<file path="config.mk">
export PLATFORM = sky130hd
export DESIGN_NAME = digit_serial_addsub
export DESIGN_NICKNAME = d
export VERILOG_FILES = /design/src/rtl/digit_serial_pkg.sv /design/src/rtl/digit_addsub_cell.sv /design/src/rtl/digit_serial_addsub.sv
export SDC_FILE = /design/constraint.sdc
export NUM_CORES = 1
export LEC_CHECK = 0
export CAP_MARGIN = 30
export CORE_AREA = 2 2 39 41
export DETAILED_ROUTE_END_ITERATION = 12
export DIE_AREA = 0 0 41 43
export DONT_BUFFER_PORTS = 1
export PLACE_DENSITY = 0.57
export SLEW_MARGIN = 20
export SYNTH_ARGS = -nofsm -noshare
export SYNTH_HDL_FRONTEND = slang
export SYNTH_SLANG_ARGS = --single-unit
export TNS_END_PERCENT = 20
</file>
<file path="constraint.sdc">
create_clock -name clk -period 2 [get_ports clk]
set_clock_uncertainty 0.05 [all_clocks]
set_input_delay 0.2 -clock clk [delete_from_list [all_inputs] [get_ports clk]]
set_output_delay 0.2 -clock clk [all_outputs]
set_load 0.02 [all_outputs]
</file>
<file path="src/rtl/digit_serial_pkg.sv">
// Shared types and sizing helpers for the digit-serial add/subtract datapath.
package digit_serial_pkg;

   typedef enum logic {
      IDLE = 1'b0,
      RUN  = 1'b1
   } state_t;

   // Digit counter width: enough bits to count 0..n-1, never narrower than one bit.
   function automatic int cnt_w(input int n);
      return (n <= 2) ? 1 : $clog2(n);
   endfunction

endpackage

</file>
<file path="src/rtl/digit_addsub_cell.sv">
// One digit of a ripple add/subtract; also exposes the carry into the MSB
// so the word-level signed overflow can be formed on the last digit.
module digit_addsub_cell #(
   parameter int W = 3
) (
   input  logic [W-1:0] a,
   input  logic [W-1:0] b,
   input  logic         sub,
   input  logic         cin,
   output logic [W-1:0] d,
   output logic         cout,
   output logic         c_msb
);

   logic [W-1:0] b_x;
   logic [W-1:0] low_sum;
   logic [1:0]   msb_sum;

   always_comb begin
      b_x     = sub ? ~b : b;
      // Low W-1 bits summed one bit wider so the top bit is the carry into bit W-1.
      low_sum = {1'b0, a[W-2:0]} + {1'b0, b_x[W-2:0]} + {{(W-1){1'b0}}, cin};
      c_msb   = low_sum[W-1];
      msb_sum = {1'b0, a[W-1]} + {1'b0, b_x[W-1]} + {1'b0, c_msb};
      cout    = msb_sum[1];
      d       = {msb_sum[0], low_sum[W-2:0]};
   end

endmodule

</file>
<file path="src/rtl/digit_serial_addsub.sv">
// Digit-serial two's-complement adder/subtractor, LSD first, with per-word
// mode, input valid qualifier, internal end-of-word counter and status flags.
module digit_serial_addsub
   import digit_serial_pkg::*;
#(
   parameter int W = 3,
   parameter int N = 2
) (
   input  logic         clk,
   input  logic         aresetn,
   input  logic         in_valid,
   input  logic         first_digit,
   input  logic         sub,
   input  logic [W-1:0] a,
   input  logic [W-1:0] b,
   output logic         out_valid,
   output logic [W-1:0] s,
   output logic         out_last,
   output logic         carry_out,
   output logic         overflow,
   output logic         err
);

   localparam int CNT_W = cnt_w(N);

   state_t             state_q, state_d;
   logic [CNT_W-1:0]   cnt_q, cnt_d;
   logic               carry_q, carry_d;
   logic               mode_q, mode_d;
   logic [W-1:0]       s_q, s_d;
   logic               out_valid_q, out_valid_d;
   logic               out_last_q, out_last_d;
   logic               carry_out_q, carry_out_d;
   logic               overflow_q, overflow_d;
   logic               err_q, err_d;

   logic               start;
   logic               cell_sub, cell_cin, cell_cout, cell_c_msb;
   logic [W-1:0]       cell_d;
   logic               accept, last;

   // A first digit takes its mode from the port, and the carry-in equals the mode
   // (the +1 of the two's-complement negation when subtracting).
   assign start    = in_valid & first_digit;
   assign cell_sub = start ? sub : mode_q;
   assign cell_cin = start ? sub : carry_q;

   digit_addsub_cell #(.W(W)) u_cell (
      .a     (a),
      .b     (b),
      .sub   (cell_sub),
      .cin   (cell_cin),
      .d     (cell_d),
      .cout  (cell_cout),
      .c_msb (cell_c_msb)
   );

   always_comb begin
      // NOTE: every variable gets a default first so no path leaves it unassigned (no latches).
      state_d     = state_q;
      cnt_d       = cnt_q;
      carry_d     = carry_q;
      mode_d      = mode_q;
      accept      = 1'b0;
      last        = 1'b0;
      err_d       = 1'b0;

      if (in_valid) begin
         if (first_digit) begin
            accept = 1'b1;
            mode_d = sub;
            err_d  = (state_q == RUN);
            if (N == 1) begin
               last    = 1'b1;
               state_d = IDLE;
               cnt_d   = '0;
            end else begin
               state_d = RUN;
               cnt_d   = CNT_W'(1);
            end
         end else if (state_q == RUN) begin
            accept = 1'b1;
            if (cnt_q == CNT_W'(N - 1)) begin
               last    = 1'b1;
               state_d = IDLE;
               cnt_d   = '0;
            end else begin
               cnt_d = cnt_q + CNT_W'(1);
            end
         end else begin
            err_d = 1'b1;
         end
      end

      if (accept) carry_d = cell_cout;

      s_d         = accept ? cell_d : '0;
      out_valid_d = accept;
      out_last_d  = last;
      carry_out_d = last & cell_cout;
      overflow_d  = last & (cell_c_msb ^ cell_cout);
   end

   // NOTE: sequential state uses non-blocking assignments so all flops update together.
   always_ff @(posedge clk or negedge aresetn) begin
      if (!aresetn) begin
         state_q     <= IDLE;
         cnt_q       <= '0;
         carry_q     <= 1'b0;
         mode_q      <= 1'b0;
         s_q         <= '0;
         out_valid_q <= 1'b0;
         out_last_q  <= 1'b0;
         carry_out_q <= 1'b0;
         overflow_q  <= 1'b0;
         err_q       <= 1'b0;
      end else begin
         state_q     <= state_d;
         cnt_q       <= cnt_d;
         carry_q     <= carry_d;
         mode_q      <= mode_d;
         s_q         <= s_d;
         out_valid_q <= out_valid_d;
         out_last_q  <= out_last_d;
         carry_out_q <= carry_out_d;
         overflow_q  <= overflow_d;
         err_q       <= err_d;
      end
   end

   assign s         = s_q;
   assign out_valid = out_valid_q;
   assign out_last  = out_last_q;
   assign carry_out = carry_out_q;
   assign overflow  = overflow_q;
   assign err       = err_q;

endmodule

</file>
Figure 1. Metal 1.
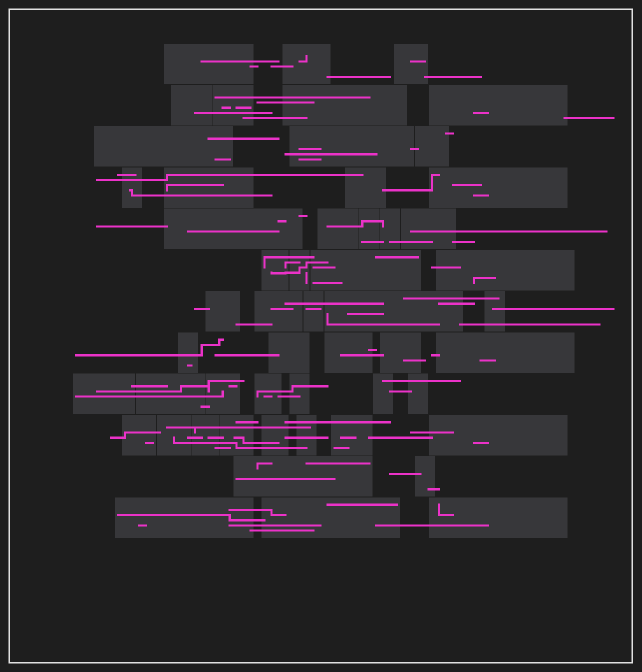
nets with wire on the layer	56
share of all routed wire	42%
wire length reported by the detailed router: 859 um
global routing usage on met1: 15.5%

Figure 2. Metal 2.
Bar = 10 um.
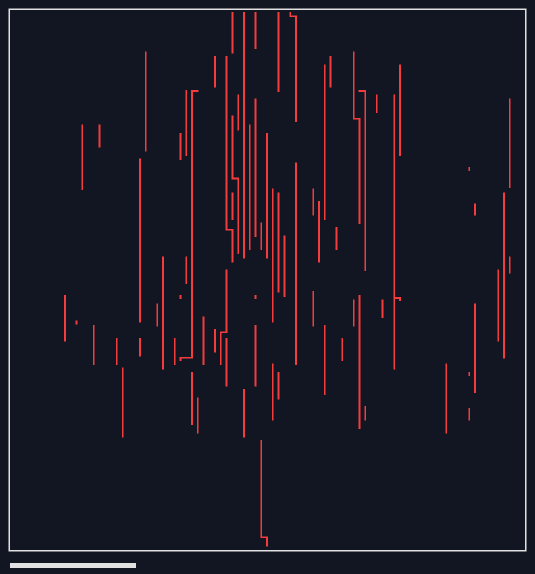
share of all routed wire	50%
longest straight run	21.8 um
wire length on this layer	432 um
nets with wire on the layer	63
main direction	vertical
via count: 329
met2 routing resource usage after global routing: 17.8%

Figure 3. The metal 3 layer.
Bar = 10 um.
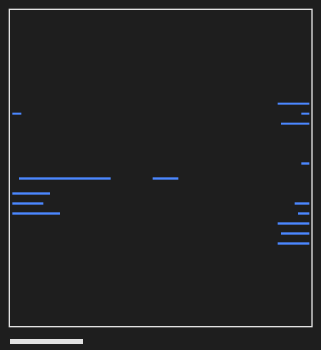
wire length on this layer	55.1 um
longest straight run	12.2 um
nets with wire on the layer	14
routing usage on met3: 4.71%

==> results.rst <==
Metrics
=======

.. list-table::
   :header-rows: 1

   * - Metric
     - Value
   * - Leading register cell type out of synthesis
     - sky130_fd_sc_hd__dfrtp_1
   * - Pin slew with the least headroom to its limit
     - 0.526 ns
   * - Violations in the final reports
     - negative setup slack
   * - Starting DRT DRC Count
     - 1
   * - Flip-flops with a built-in enable
     - 0
   * - Chip Area, Yosys
     - 552 um2
   * - Number of synthesis warnings
     - 0
   * - Tool warnings
     - 29
   * - Most frequent cells after synthesis
     - 12 x sky130_fd_sc_hd__dfrtp_1, 6 x sky130_fd_sc_hd__inv_1
   * - Startpoint of the most critical register-to-register path
     - mode_q$_DFFE_PN0P_
   * - Maximum achievable frequency
     - 0.486 GHz
   * - Buffers added on ports
     - 0
   * - Post-Synthesis Mean Instance Area
     - 12.0 um2
   * - Area Growth Syn to Fin
     - 15.9%
   * - Sink count of the clock tree
     - 12
   * - Cell kind with the greatest summed area
     - registers
   * - Non-clock buffer share of cell area
     - 5.09%
   * - Main logic family after synthesis
     - simple AND/OR/NAND/NOR gates
   * - Number of H-tree levels
     - 1
   * - Sum of buffers and inverters on the critical path
     - 1
   * - Cell type group with the largest total delay on the critical path
     - adder cells
   * - Worst Hold Path EP
     - err$_DFF_PN0_
   * - Power consumption
     - 0.597 mW
   * - Post-Synthesis Cell Area
     - 552 um2
   * - Kind of start point of the critical path
     - flip-flop
   * - Global routing usage summed across all routing layers
     - 12.6%
   * - FFs & Latches
     - 12
   * - Placeable core area
     - 0.00138 mm2
   * - Post-layout min period
     - 2.06 ns
   * - Peak ir drop on the vdd network
     - 305 uV
   * - TritonRoute pass-1 iters
     - 4
   * - Inverters excl. clock
     - 7
   * - Status
     - finished with violations
   * - Row cnt
     - 14
   * - Clk Tree Root Cell
     - sky130_fd_sc_hd__clkbuf_4
   * - Simple Share, Synth
     - 14.3%
   * - Unique cell types
     - 18
   * - Starting utilization of the core area
     - 39.9%
   * - Final setup fails
     - 2
   * - DP Worst Slack
     - -0.150 ns
   * - Count of boundary I/O pins
     - 19
   * - FA/HA/MAJ Cells, Area Fraction
     - 13.2%
   * - Stages on the worst setup path
     - 7
   * - CTS Buffer Depth
     - 2
   * - Final core area utilization
     - 46.2%
   * - Share of Yosys cell area claimed by the top area cell type
     - 54.4%
   * - Cells along the critical path
     - a21oi_4, xnor2_2, fa_2, fa_2, inv_2, fa_1, nor2_1
   * - Headroom to the max-slew limit
     - 64.8%
   * - Hold Path Class
     - in2reg
   * - Vertical die size
     - 43 um
   * - First-pass GRT wire length
     - 1410 um
   * - Compound-Gate Fraction of Synth Area
     - 7.03%
   * - Lkg Pwr
     - 0.324 nW
   * - Cell depth of the worst hold path
     - 1
   * - Final-report hold violation count
     - 0
   * - Setup Buffers After CTS
     - 0
   * - Total half-perimeter wirelength after legalization and detailed placement
     - 702 um
   * - Largest stage delay on the critical path
     - 0.41 ns
   * - Mux share
     - 0%
   * - Most utilized layer in the global route result
     - met2
   * - Routed wire length per instance
     - 12.4 um
   * - Antenna violations before repair
     - 0
   * - Final Worst Setup Slack
     - -0.0595 ns
   * - Capture point of the worst reg-to-reg path
     - s[2]$_DFF_PN0_
   * - Worst setup path endpoint
     - s[2]$_DFF_PN0_
   * - Fraction of layout cells with a size suffix above 1
     - 26.4%
   * - Via count of the first global-routing pass
     - 322
## cells by family (layout without fill, tap and decap cells)
family / count (synthesis) / in the layout
adders and majority gates: 4 / 4
DFF: 12 / 12
xor gates and xnor gates: 4 / 4
buffers and inverters: 7 / 14
and+or+nand+nor: 14 / 14
AOI/OAI and AO/OA: 5 / 5
## timing repair
item	4_1_cts	5_1_grt
setup endpoints to repair	4	4
endpoints found under the hold margin	12	0
hold buffers	1	0
pin swaps	1	0
gates resized	2	0
## power breakdown
group	internal, mW	leakage (nW)	switching [mW]
logic	0.0684	0.157	0.0637
registers	0.280	0.153	0.0468
clock network	0.0693	0.0138	0.0682
total	0.418	0.324	0.179
## per-layer routing
layer	routed length, um	vias to the layer above
met5	0	-
met4	8	0
met3	55	2
met2	432	15
met1	363	155
li1	-	157
Power is estimated from default activity; no workload was simulated.
